[src/rtl/hamming_decoder_pipe.sv]
// hamming_decoder_pipe
//   Two-stage pipelined SECDED (8,4) decoder with valid/ready handshaking
//   and saturating error counters.
//
//   Codeword layout (bit7..bit0): {p, d3, d2, d1, c2, d0, c1, c0}.
//   Stage 1 captures the data bits, the 3-bit syndrome and the overall
//   parity of the incoming word. Stage 2 applies the correction and
//   registers the decoded data plus error flags.
//
// Ports
//   clk         : clock, all state updates on the rising edge
//   rst         : asynchronous active-high reset
//   in_valid    : code_in holds a codeword
//   in_ready    : block accepts code_in this cycle
//   code_in     : 8-bit SECDED codeword
//   out_valid   : data_out / flags / syndrome are valid
//   out_ready   : downstream accepts the output
//   data_out    : corrected data {d3, d2, d1, d0}
//   err_corr    : single-bit error corrected (data or parity bit)
//   err_uncorr  : double-bit error detected, data_out is raw data
//   syndrome    : {s2, s1, s0} for the presented word
//   clear_cnt   : synchronous clear of both counters (wins over increment)
//   corr_cnt    : saturating count of corrected words
//   uncorr_cnt  : saturating count of uncorrectable words
module hamming_decoder_pipe #(
  parameter int unsigned CNT_W = 8
) (
  input  logic             clk,
  input  logic             rst,
  input  logic             in_valid,
  output logic             in_ready,
  input  logic [7:0]       code_in,
  output logic             out_valid,
  input  logic             out_ready,
  output logic [3:0]       data_out,
  output logic             err_corr,
  output logic             err_uncorr,
  output logic [2:0]       syndrome,
  input  logic             clear_cnt,
  output logic [CNT_W-1:0] corr_cnt,
  output logic [CNT_W-1:0] uncorr_cnt
);

  typedef enum logic [1:0] {
    CLS_CLEAN,      // s == 0, p == 0
    CLS_SINGLE,     // s != 0, p == 1 : flip bit (s-1)
    CLS_PARITY,     // s == 0, p == 1 : overall parity bit itself in error
    CLS_DOUBLE      // s != 0, p == 0 : uncorrectable
  } err_cls_t;

  // ---------------------------------------------------------------------
  // Handshake control
  // ---------------------------------------------------------------------
  logic v1;
  logic v2;
  logic advance2;

  assign advance2  = !v2 || out_ready;
  assign in_ready  = !v1 || advance2;
  assign out_valid = v2;

  // ---------------------------------------------------------------------
  // Stage 1: syndrome and overall parity of the incoming word
  // ---------------------------------------------------------------------
  logic [2:0] syn_in;
  logic       par_in;
  logic [3:0] data_in;

  always_comb begin
    syn_in[0] = code_in[0] ^ code_in[2] ^ code_in[4] ^ code_in[6];
    syn_in[1] = code_in[1] ^ code_in[2] ^ code_in[5] ^ code_in[6];
    syn_in[2] = code_in[3] ^ code_in[4] ^ code_in[5] ^ code_in[6];
    par_in    = ^code_in;
    data_in   = {code_in[6], code_in[5], code_in[4], code_in[2]};
  end

  // Only the data bits are kept from the codeword: the check and parity
  // bits are fully summarised by syndrome and parity, so the decode in
  // stage 2 is identical to correcting the whole word and then extracting.
  logic [3:0] data1;
  logic [2:0] syn1;
  logic       par1;

  always_ff @(posedge clk or posedge rst) begin
    if (rst) begin
      v1    <= 1'b0;
      data1 <= '0;
      syn1  <= '0;
      par1  <= 1'b0;
    end else if (in_ready) begin
      // in_ready with v1 set implies stage 2 is taking the current word,
      // so reloading v1 from in_valid never drops a word.
      v1 <= in_valid;
      if (in_valid) begin
        data1 <= data_in;
        syn1  <= syn_in;
        par1  <= par_in;
      end
    end
  end

  // ---------------------------------------------------------------------
  // Stage 2 decode: classify and correct
  // ---------------------------------------------------------------------
  err_cls_t   cls;
  logic [3:0] flip;
  logic [3:0] data_fix;
  logic       corr_next;
  logic       uncorr_next;

  always_comb begin
    cls = CLS_CLEAN;
    if (syn1 != 3'd0) begin
      cls = par1 ? CLS_SINGLE : CLS_DOUBLE;
    end else if (par1) begin
      cls = CLS_PARITY;
    end
  end

  // Syndrome s points at codeword bit (s-1); only data positions matter
  // here: bit2 (s=3) -> d0, bit4 (s=5) -> d1, bit5 (s=6) -> d2,
  // bit6 (s=7) -> d3. Errors on check bits need no data change.
  always_comb begin
    flip = '0;
    if (cls == CLS_SINGLE) begin
      unique case (syn1)
        3'd3:    flip[0] = 1'b1;
        3'd5:    flip[1] = 1'b1;
        3'd6:    flip[2] = 1'b1;
        3'd7:    flip[3] = 1'b1;
        default: flip    = '0;
      endcase
    end
  end

  always_comb begin
    data_fix    = data1 ^ flip;
    corr_next   = (cls == CLS_SINGLE) || (cls == CLS_PARITY);
    uncorr_next = (cls == CLS_DOUBLE);
  end

  always_ff @(posedge clk or posedge rst) begin
    if (rst) begin
      v2         <= 1'b0;
      data_out   <= '0;
      err_corr   <= 1'b0;
      err_uncorr <= 1'b0;
      syndrome   <= '0;
    end else if (advance2) begin
      v2 <= v1;
      if (v1) begin
        data_out   <= data_fix;
        err_corr   <= corr_next;
        err_uncorr <= uncorr_next;
        syndrome   <= syn1;
      end
    end
  end

  // ---------------------------------------------------------------------
  // Saturating error counters, advanced only on an output handshake
  // ---------------------------------------------------------------------
  logic out_hs;

  assign out_hs = v2 && out_ready;

  always_ff @(posedge clk or posedge rst) begin
    if (rst) begin
      corr_cnt   <= '0;
      uncorr_cnt <= '0;
    end else if (clear_cnt) begin
      corr_cnt   <= '0;
      uncorr_cnt <= '0;
    end else if (out_hs) begin
      if (err_corr && (corr_cnt != '1)) begin
        corr_cnt <= corr_cnt + CNT_W'(1);
      end
      if (err_uncorr && (uncorr_cnt != '1)) begin
        uncorr_cnt <= uncorr_cnt + CNT_W'(1);
      end
    end
  end

endmodule

[config.mk]
export PLATFORM = sky130hd
export DESIGN_NAME = hamming_decoder_pipe
export DESIGN_NICKNAME = d
export VERILOG_FILES = /design/src/rtl/hamming_decoder_pipe.sv
export SDC_FILE = /design/constraint.sdc
export NUM_CORES = 1
export LEC_CHECK = 0
export CELL_PAD_IN_SITES_DETAIL_PLACEMENT = 0
export CELL_PAD_IN_SITES_GLOBAL_PLACEMENT = 1
export CORE_ASPECT_RATIO = 0.5
export CORE_MARGIN = 2
export CORE_UTILIZATION = 41
export DETAILED_ROUTE_END_ITERATION = 8
export PLACE_DENSITY = 0.8
export SETUP_SLACK_MARGIN = 0.3
export SYNTH_ARGS = -nofsm -noshare
export SYNTH_HDL_FRONTEND = slang
export SYNTH_SLANG_ARGS = --single-unit
[constraint.sdc]
create_clock -name clk -period 3.8 [get_ports clk]
set_clock_uncertainty 0.2 [all_clocks]
set_input_delay 0.57 -clock clk [delete_from_list [all_inputs] [get_ports clk]]
set_output_delay 0.57 -clock clk [all_outputs]
set_load 0.01 [all_outputs]
Fig. 1: pin placement
(6 px per µm) Pins as bars across the die edge, other pins in grey.
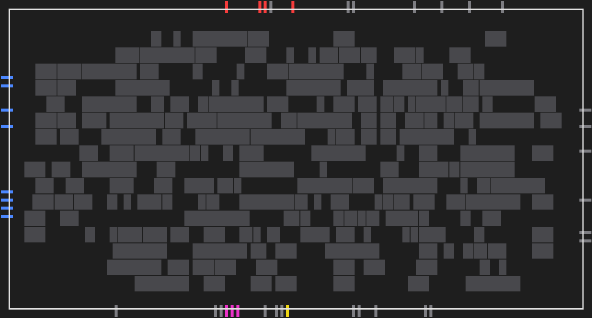
colour	port	pins	direction	edge
blue	code_in	8	input	west
red	data_out	4	output	north
yellow	out_valid	1	output	south
magenta	syndrome	3	output	south
all pins by edge	15 south, 11 north, 8 west, 6 east

Fig. 2: metal 3
(6 px per µm) Cells faint in the background.
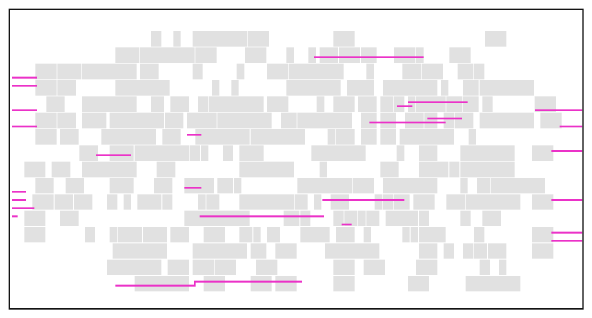
wire length on this layer	179 µm
share of all routed wire	5.3%

Fig. 3: congestion heat map
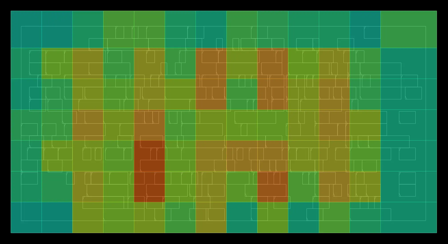
met1 GRT Util: 0.198
Global Route met2 Usage: 0.256

==> impl_metrics.csv <==
group,metric,value,unit
timing,fin_crit_sh,0.682,
die,boundaryPins,40,
detailed_routing,drc_errors,0,
yosys,yosys-stat-area,0.00171,mm²
cells_and_area,diodes,0,
clocking,cts_buffer_depth,2,
pwr,switchingPower,0.000307,W
yosys,syn_nets,174,
pwr,comb_power_share,0.227,
clocking,clkTransAtPathRegs,0.08,ns
pwr,power_density,471,mW/mm²
critical_path,end_kind,"output port",
cells_and_area,area_delta_synth_final,33.0,%
cells_and_area,fin_cells,257,
detailed_routing,drt-total-wl,3.41,mm
cells_and_area,comb_area,812,µm²
die,die-area,0.00474,mm²
placement,place_area,0.00216,mm²
clocking,cts_inserted_buffers,5,
detailed_routing,wire_per_inst,13.3,µm
global_routing,grt-ovfl-total,0,
clocking,htreeDepth,2,
cells_and_area,drive_gt1_frac,0.118,
die,die_h,49.7,µm
clocking,clk_latency,0.29,ns
detailed_routing,vias,1335,
critical_path,cp.required,3.03,ns
cells_and_area,nets,217,
critical_path,critPathKind,"primary input to output port",
yosys,synth_stat.cells,159,
status,status,"finished clean",
yosys,ys_ff,35,
placement,place_congestion,0.722,
placement,placedCellCount,249,
cells_and_area,layout_top_cell,"clkdlybuf4s50_1",
timing,fmax,386,MHz
global_routing,grt_pass1_vias,1189,
detailed_routing,antenna_left,0,
timing,setup-tns-final,0,ns
clocking,post_cts_resized,0,
global_routing,grt_pass1_wl,5.52,mm
pwr,p_leak,0.929,nW
pwr,seqPwrFrac,0.451,
placement,portBuffers,39,
placement,hpwl,2.51,mm
clocking,cts_setup_buffers,0,
yosys,postSynthSeqShare,0.512,
timing,setup_violations,0,
yosys,synth_cells,159,
timing,rsz0062_at_grt,"false",
==> per-stage QoR <==
| stage | worst slack [ns] | hold WS [ns] |
|---|---|---|
| after CTS | 1.20 | 0.289 |
| after detailed placement | 1.21 | 0.271 |
| after global routing | 1.14 | 0.321 |
| after floorplan | 2.01 | 0.257 |
| final | 1.21 | 0.282 |
| after global placement | 1.23 | 0.264 |
==> path summary, 6_finish.rpt <==
| kind | start | to | slack [ns] | cells after the start |
|---|---|---|---|---|
| max | out_ready | in_ready | 1.21 | 3 |
| min | data_out[3] | data_out[3] | 0.28 | 2 |
| max reg2reg | corr_cnt[0] | corr_cnt[7] | 1.93 | 5 |
| min reg2reg | data_out[3] | data_out[3] | 0.28 | 2 |
| max in group asynchronous | rst | data_out[1] | 2.27 | 3 |
| min in group asynchronous | rst | corr_cnt[0] | 0.45 | 2 |
==> per-layer routing <==
layer / wire, µm / global-route usage
met3: 178 / 0.0459
met4: 13 / 0.0429
met1: 1530 / 0.198
met5: 0 / 0
met2: 1690 / 0.256
==> cell usage after synthesis, drive strengths merged <==
master | n | area (µm²)
nand3b | 1 | 7.51
nand4b | 3 | 26.3
or4 | 2 | 15.0
nand3 | 6 | 30.0
and3 | 4 | 28.8
buf | 2 | 8.75
a21oi | 4 | 20.0
xnor2 | 8 | 70.1
o21ai | 11 | 58.8
nor2b | 1 | 6.26
xor2 | 15 | 131
mux2 | 9 | 101
mux2i | 3 | 30.0
nand2b | 3 | 18.8
o31ai | 3 | 22.5
o211ai | 4 | 30.0
dfrtp | 35 | 876
nand2 | 16 | 60.1
a31o | 1 | 8.76
nor3 | 2 | 10.0
clkbuf | 2 | 7.51
nor4b | 1 | 15.0
inv | 2 | 7.51
nand4 | 5 | 31.3
or3 | 1 | 6.26
ha | 2 | 25.0
o41ai | 1 | 8.76
nor2 | 11 | 41.3
and4 | 1 | 8.76
==> power groups by stage <==
| stage | Sequential [W] | Clock, W | Combinational (W) |
|---|---|---|---|
| global placement | 0.000486 | 0 | 0.000242 |
| CTS | 0.000484 | 0.000354 | 0.000247 |
| global route | 0.000494 | 0.000368 | 0.000265 |
| finish | 0.000484 | 0.000346 | 0.000243 |
| floorplan | 0.000497 | 0 | 0.000112 |
| detailed placement | 0.000492 | 0 | 0.000246 |
==> cell type report <==
type,count,share of cell area
flip-flops and latches,35,0.385
well taps,54,0.0297
clock inverters,3,0.0209
multi-input cells,118,0.357
clock buffers,5,0.0302
inverters,2,0.00330
repair buffers,40,0.175
==> sequential cells by signal, summed over array words and instances, names as in the netlist <==
name,count
corr_cnt,8
data1,4
data_out,4
err_corr,1
err_uncorr,1
out_valid,1
par1,1
syn1,3
syndrome,3
uncorr_cnt,8
v1,1
==> critical path, stage by stage <==
cell and delay (ns):
clkdlybuf4s50_1 0.52, nand3b_1 0.17, clkdlybuf4s50_1 0.56
==> kinds of logic after synthesis <==
group,Yosys count,synth area share
multiplexers,12,0.0768
adder cells (fa/ha/maj),2,0.0146
flip-flops,35,0.512
XOR/XNOR,23,0.118
buffers and inverters,6,0.0139
AND/OR/NAND/NOR,57,0.178
AND-OR/OR-AND,24,0.0870
Power and IR drop assume default switching activity.
